Figure 1. Register map, names as in the netlist.
Other sequential cells in the stronger gray, the rest of the logic in the fainter gray.
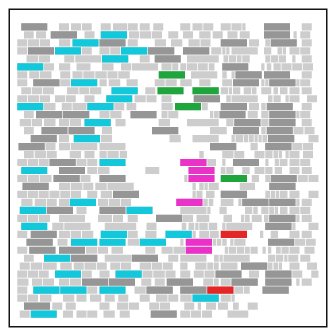
Figure 2. Clock nets.
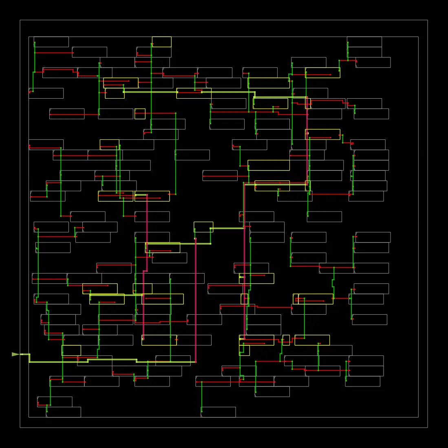
File: src/rtl/multdiv_ctrl_pkg.sv
// ============================================================================
// Module      : multdiv_ctrl_pkg
// Description : Shared state encoding, op-type bit and exception defaults
//               for the multdiv issue controller.
// Revision    : 1.0 - initial release
// ============================================================================
`default_nettype none

package multdiv_ctrl_pkg;

  typedef enum logic [1:0] {
    ST_IDLE  = 2'd0,
    ST_START = 2'd1,
    ST_BUSY  = 2'd2,
    ST_DONE  = 2'd3
  } state_t;

  typedef enum logic {
    OP_MULT = 1'b0,
    OP_DIV  = 1'b1
  } op_t;

  localparam int          TIMEOUT_CYCLES_DEFAULT = 40;
  localparam int          TIMEOUT_CNT_W          = 6;
  localparam logic [4:0]  EXC_RD_DEFAULT         = 5'd30;
  localparam logic [31:0] EXC_MULT_CODE_DEFAULT  = 32'd4;
  localparam logic [31:0] EXC_DIV_CODE_DEFAULT   = 32'd5;

endpackage

`default_nettype wire

File: src/rtl/md_timeout_counter.sv
// ============================================================================
// Module      : md_timeout_counter
// Description : 6-bit BUSY-cycle counter with sync clear/enable and a
//               terminal-count flag for the final allowed cycle.
// Revision    : 1.0 - initial release
// ============================================================================
`default_nettype none

module md_timeout_counter
  import multdiv_ctrl_pkg::*;
#(
  parameter int TIMEOUT_CYCLES = TIMEOUT_CYCLES_DEFAULT
) (
  input  logic i_clk,
  input  logic i_rst_n,
  input  logic i_clr,
  input  logic i_en,
  output logic o_tc
);

  localparam logic [TIMEOUT_CNT_W-1:0] c_one  = TIMEOUT_CNT_W'(1);
  localparam logic [TIMEOUT_CNT_W-1:0] c_last = TIMEOUT_CNT_W'(TIMEOUT_CYCLES - 1);

  logic [TIMEOUT_CNT_W-1:0] r_count;

  always_ff @(posedge i_clk or negedge i_rst_n) begin
    if (!i_rst_n) begin
      r_count <= '0;
    end else if (i_clr) begin
      r_count <= '0;
    end else if (i_en) begin
      r_count <= r_count + c_one;
    end
  end

  // High during the last BUSY cycle still allowed to see RDY.
  assign o_tc = (r_count == c_last);

endmodule

`default_nettype wire

File: src/rtl/multdiv_issue_ctrl.sv
// ============================================================================
// Module      : multdiv_issue_ctrl
// Description : Issues one MULT/DIV to the multdiv unit, stalls while it
//               runs, and presents the result on a valid/ready writeback port.
// Revision    : 1.0 - initial release
// ============================================================================
`default_nettype none

module multdiv_issue_ctrl
  import multdiv_ctrl_pkg::*;
#(
  parameter int          TIMEOUT_CYCLES = TIMEOUT_CYCLES_DEFAULT,
  parameter logic [4:0]  EXC_RD         = EXC_RD_DEFAULT,
  parameter logic [31:0] EXC_MULT_CODE  = EXC_MULT_CODE_DEFAULT,
  parameter logic [31:0] EXC_DIV_CODE   = EXC_DIV_CODE_DEFAULT
) (
  input  logic        i_clk,
  input  logic        i_rst_n,
  input  logic        i_issue_valid,
  input  logic        i_issue_mult,
  input  logic        i_issue_div,
  input  logic [31:0] i_issue_a,
  input  logic [31:0] i_issue_b,
  input  logic [4:0]  i_issue_rd,
  output logic        o_issue_ready,
  input  logic        i_flush,
  output logic [31:0] o_md_operandA,
  output logic [31:0] o_md_operandB,
  output logic        o_md_ctrl_MULT,
  output logic        o_md_ctrl_DIV,
  input  logic [31:0] i_md_result,
  input  logic        i_md_exception,
  input  logic        i_md_resultRDY,
  output logic        o_stall,
  output logic [4:0]  o_busy_rd,
  output logic        o_busy_rd_valid,
  output logic        o_wb_valid,
  input  logic        i_wb_ready,
  output logic [4:0]  o_wb_rd,
  output logic [31:0] o_wb_data
);

  state_t      r_state;
  op_t         r_op;
  logic [31:0] r_op_a;
  logic [31:0] r_op_b;
  logic [4:0]  r_rd;
  logic        r_exc;
  logic        r_ctrl_mult;
  logic        r_ctrl_div;
  logic        r_wb_valid;
  logic [4:0]  r_wb_rd;
  logic [31:0] r_wb_data;

  logic        w_accept;
  logic        w_tc;
  logic        w_in_busy;
  logic [31:0] w_exc_code;

  assign w_accept   = i_issue_valid & (i_issue_mult | i_issue_div);
  assign w_in_busy  = (r_state == ST_BUSY);
  assign w_exc_code = (r_op == OP_MULT) ? EXC_MULT_CODE : EXC_DIV_CODE;

  md_timeout_counter #(
    .TIMEOUT_CYCLES (TIMEOUT_CYCLES)
  ) u_timeout (
    .i_clk   (i_clk),
    .i_rst_n (i_rst_n),
    .i_clr   (!w_in_busy),
    .i_en    (w_in_busy),
    .o_tc    (w_tc)
  );

  always_ff @(posedge i_clk or negedge i_rst_n) begin
    if (!i_rst_n) begin
      r_state     <= ST_IDLE;
      r_op        <= OP_MULT;
      r_op_a      <= '0;
      r_op_b      <= '0;
      r_rd        <= '0;
      r_exc       <= 1'b0;
      r_ctrl_mult <= 1'b0;
      r_ctrl_div  <= 1'b0;
      r_wb_valid  <= 1'b0;
      r_wb_rd     <= '0;
      r_wb_data   <= '0;
    end else begin
      r_ctrl_mult <= 1'b0;
      r_ctrl_div  <= 1'b0;
      case (r_state)
        ST_IDLE: begin
          // Flush in IDLE suppresses a simultaneous issue.
          if (!i_flush && w_accept) begin
            r_op        <= i_issue_mult ? OP_MULT : OP_DIV;
            r_op_a      <= i_issue_a;
            r_op_b      <= i_issue_b;
            r_rd        <= i_issue_rd;
            r_exc       <= 1'b0;
            r_ctrl_mult <= i_issue_mult;
            r_ctrl_div  <= !i_issue_mult;
            r_state     <= ST_START;
          end
        end
        ST_START: begin
          // RDY may still be high from the previous op; not sampled here.
          r_state <= i_flush ? ST_IDLE : ST_BUSY;
        end
        ST_BUSY: begin
          if (i_flush) begin
            r_state <= ST_IDLE;
          end else if (i_md_resultRDY && !i_md_exception) begin
            r_state    <= ST_DONE;
            r_wb_valid <= 1'b1;
            r_wb_rd    <= r_rd;
            r_wb_data  <= i_md_result;
          end else if (i_md_resultRDY || w_tc) begin
            r_state    <= ST_DONE;
            r_wb_valid <= 1'b1;
            r_exc      <= 1'b1;
            r_wb_rd    <= EXC_RD;
            r_wb_data  <= w_exc_code;
          end
        end
        ST_DONE: begin
          if (i_flush || i_wb_ready) begin
            r_state    <= ST_IDLE;
            r_wb_valid <= 1'b0;
          end
        end
        default: r_state <= ST_IDLE;
      endcase
    end
  end

  assign o_issue_ready   = (r_state == ST_IDLE);
  assign o_stall         = (r_state != ST_IDLE);
  assign o_busy_rd       = r_rd;
  assign o_busy_rd_valid = (r_state != ST_IDLE) && !r_exc;
  assign o_md_operandA   = r_op_a;
  assign o_md_operandB   = r_op_b;
  assign o_md_ctrl_MULT  = r_ctrl_mult;
  assign o_md_ctrl_DIV   = r_ctrl_div;
  assign o_wb_valid      = r_wb_valid;
  assign o_wb_rd         = r_wb_rd;
  assign o_wb_data       = r_wb_data;

endmodule

`default_nettype wire

File: config.mk
export PLATFORM = sky130hd
export DESIGN_NAME = multdiv_issue_ctrl
export DESIGN_NICKNAME = d
export VERILOG_FILES = /design/src/rtl/multdiv_ctrl_pkg.sv /design/src/rtl/md_timeout_counter.sv /design/src/rtl/multdiv_issue_ctrl.sv
export SDC_FILE = /design/constraint.sdc
export NUM_CORES = 1
export LEC_CHECK = 0
export CORE_MARGIN = 2
export CORE_UTILIZATION = 45
export DETAILED_ROUTE_END_ITERATION = 12
export GPL_ROUTABILITY_DRIVEN = 1
export PLACE_DENSITY_LB_ADDON = 0.3
export REMOVE_ABC_BUFFERS = 1
export SKIP_CTS_REPAIR_TIMING = 1
export SLEW_MARGIN = 20
export SYNTH_ARGS = -nofsm -noshare
export SYNTH_HDL_FRONTEND = slang
export SYNTH_SLANG_ARGS = --single-unit
File: constraint.sdc
create_clock -name i_clk -period 4.65 [get_ports i_clk]
set_input_delay 0.93 -clock i_clk [delete_from_list [all_inputs] [get_ports i_clk]]
set_output_delay 0.93 -clock i_clk [all_outputs]
set_load 0.02 [all_outputs]
==> results.rst <==
Metrics
=======

.. list-table::
   :header-rows: 1

   * - Metric
     - Value
   * - Setup repair after global routing missed its margin
     - false
   * - Dominant synthesized flop cell
     - dfrtp_1
   * - Fillers
     - about 690
   * - Maximum vdd ir drop
     - 334 µV
   * - Proportion of total power due to net switching
     - 0.295
   * - Share of synthesized area occupied by flip-flops and latches
     - 0.614
   * - Final hold violation count
     - 0
   * - Cts bufs inserted
     - 17
   * - Required time of the worst setup path
     - 3720 ps
   * - Routed wire length
     - ~13 mm
   * - Highest-count cells in the layout ignoring fill and taps
     - clkdlybuf4s50_1 (220), dfrtp_1 (119), mux2_2 (76)
   * - Total I/O pin count
     - 222
   * - Critical path launch point type
     - flip-flop
   * - Register clock-pin slew on the reported worst setup and hold paths
     - approximately 50 ps
   * - Final-report setup violation count
     - 0
   * - DRT Pass-1 Iters
     - 4
   * - Fmax achieved
     - 341 MHz
   * - Topmost layer with routed signal wires
     - met4
   * - Global-route met3 utilization
     - 0.102
   * - Top cell type's share of synthesized area
     - 0.614
   * - Max-cap violations
     - 0
   * - Number of warnings issued by yosys
     - 0
   * - Leak
     - ~0.0031 µW
   * - Overall Power
     - a little over 4000 µW
   * - Number of nets in the final layout
     - 695
   * - Non-clock buffering overhead in the final layout
     - 0.295
   * - Met3 layer wire length in the routed design
     - 1.40 mm
   * - Critical path type
     - flip-flop to output pin
   * - Adder and majority cell fraction of the synthesized area
     - 0.00258
   * - Yosys-reported design area after synthesis
     - 0.00485 mm²
   * - Area of the die
     - 0.0116 mm²
   * - Highest-count logic cell in the final layout
     - clkdlybuf4s50_1
   * - FF-to-FF setup slack
     - around 2500 ps
   * - Antenna Diode Count
     - 0
   * - Area fraction in xor and xnor cells
     - 0.00542
   * - Root Buffer Master
     - clkbuf_8
   * - Worst Reg2Reg Path Length in Cells
     - 3
   * - Outcome
     - finished clean
   * - Number of buffers other than clock buffers in the final layout
     - approximately 230
   * - Clock buffers and inverters, area share
     - 0.0789
   * - Max-slew violations
     - 0
   * - Port bufs
     - about 220
   * - Area Overhead vs Synth
     - 59.3%
   * - Total stage count of the critical path
     - 2
   * - Largest stage delay on the critical path
     - slightly below 700 ps
   * - Data arrival time of the critical path
     - approximately 2000 ps
   * - Number of warning messages in the logs
     - 25
   * - Area contributors post-synth
     - dfrtp_1 (61%), mux2_2 (18%), o211ai_1 (4.8%)
   * - Met2 wirelength from detailed routing
     - 6.48 mm
   * - Top contributor to total power
     - sequential cells
   * - Startpoint of the worst setup timing path
     - r_state[1]$_DFFE_PN0P_
   * - CTS tree
     - yes
   * - Global-route wire length before repair
     - ~21 mm
   * - Final TNS setup
     - 0 ps
   * - Number of placement rows
     - 37
   * - Total via count after detailed routing
     - 3792
   * - Met1 usage
     - 0.273
   * - Global routing's busiest layer
     - met2
   * - Logic power comb
     - 1370 µW
   * - WL met1
     - 4.87 mm
   * - Logic gate fraction of the total cell area
     - 0.216
   * - Count of buffering cells on the critical path with inverters included
     - 1
   * - Global routing met2 resource utilization
     - 0.394
   * - Detailed Place HPWL
     - 9.23 mm
   * - Synth Area in Simple Gates
     - 0.0586
   * - Average detailed-routed wire length per instance
     - 17.6 µm
   * - Library cells used by synthesis
     - 33
   * - Inserted tap cell count
     - approximately 140
   * - Internal power contribution
     - 2920 µW
   * - Sequential power share
     - 0.352
   * - Transition time at the pin with the least slew margin
     - 728 ps
   * - Dominant combinational cell family by area after synthesis
     - multiplexers
   * - Total congestion overflow
     - 0
   * - Capture point of the worst reg-to-reg path
     - o_wb_rd[3]$_DFFE_PN0P_
   * - Height of the die
     - 108 µm
   * - Ratio of routed vias to standard cells
     - between 5 and 6
   * - Logic cell area
     - 0.00167 mm²
   * - Classification of the worst-slack hold path
     - primary input to asynchronous set/reset pin
   * - Family of cells with the greatest summed delay on the critical path
     - buffers and inverters
   * - Number of nets with antenna violations after detailed routing
     - 0
   * - MI comb cells
     - 213
   * - Portion of total power attributed to the clock network
     - 0.318
   * - Largest net degree at the start of global routing
     - between 70 and 80
   * - Number of ordinary inverters in the final layout
     - 5
   * - Initial antenna violation count
     - 0
   * - Tmin final
     - between 2000 and 3000 ps
   * - Number of standard cells reported by yosys
     - approximately 360
   * - NetSw
     - 1220 µW
   * - End point of the critical path
     - o_issue_ready
   * - Async set-or-reset flop fraction in the synthesized netlist
     - 1.00
   * - Post-synthesis mux area share
     - 0.179
   * - Post-synth design cell area
     - 0.00485 mm²
   * - CP max stage cell
     - clkdlybuf4s50_1
   * - Type of element capturing the critical path
     - output pin
   * - Placeable core region
     - 0.0104 mm²
   * - Pre-placement core utilization
     - 0.467
   * - Post-route DRC violation count
     - 0
   * - Global-route usage over all layers
     - 0.235
   * - Combinational Power Share
     - 0.330
   * - Final WS setup
     - 1720 ps
   * - Gate count of the mapped netlist
     - 364
   * - Dominant kind of cell by area
     - sequential cells
   * - Worst setup slack before clock tree synthesis
     - 1410 ps
   * - Startpoint of the worst-slack reg-to-reg timing path
     - u_timeout.r_count[3]$_DFF_PN0_
   * - Number of global-route vias before repair
     - about 4100
   * - #FFs+latches synth
     - 119
   * - X dimension of the die
     - 108 µm
   * - Power Density
     - 537 mW/mm²
   * - Avg Synthesized Cell Area
     - 13.3 µm²
Back to the opening pictures, Figure 1:
Key: magenta = u_timeout.r_count [sequential cells 6, where middle]; green = o_wb_rd [sequential cells 5, where top middle]; red = r_state [sequential cells 2]; cyan = o_md_operandA [sequential cells 32]
Another 74 sequential cells are not colored.
power consumed by sequential cells: 1460 µW
register area: 0.00298 mm²
Seq/total area: 0.386
fin util: 0.744

Back to the opening pictures, Figure 2:
clock distribution power: 1320 µW
sequential cells: 119
clock latency of the later-clocked register in the worst-skew pair: 510 ps
clock sink total: 119

Yosys cell counts, drive strengths merged, types with 2 or more instances:
| cell type | count |
|---|---|
| mux2 | 76 |
| nor2 | 7 |
| o21ai | 36 |
| dfrtp | 119 |
| clkbuf | 14 |
| xor2 | 2 |
| nand2b | 5 |
| o211ai | 31 |
| inv | 5 |
| nand2 | 35 |
| nor2b | 2 |
| and3 | 2 |
| nand3 | 2 |
| buf | 13 |
metrics by stage:
step	instances	hold WS, ps	utilization	instance area [µm²]
after floorplan	337	432	-	4660
after global placement	701	445	0.686	7110
after detailed placement	701	462	0.686	7110
after CTS	733	473	0.744	7720
after global routing	733	496	0.744	7720
final	733	476	0.744	7720
Power figures rest on the tool's default switching activity, not on a simulated workload.
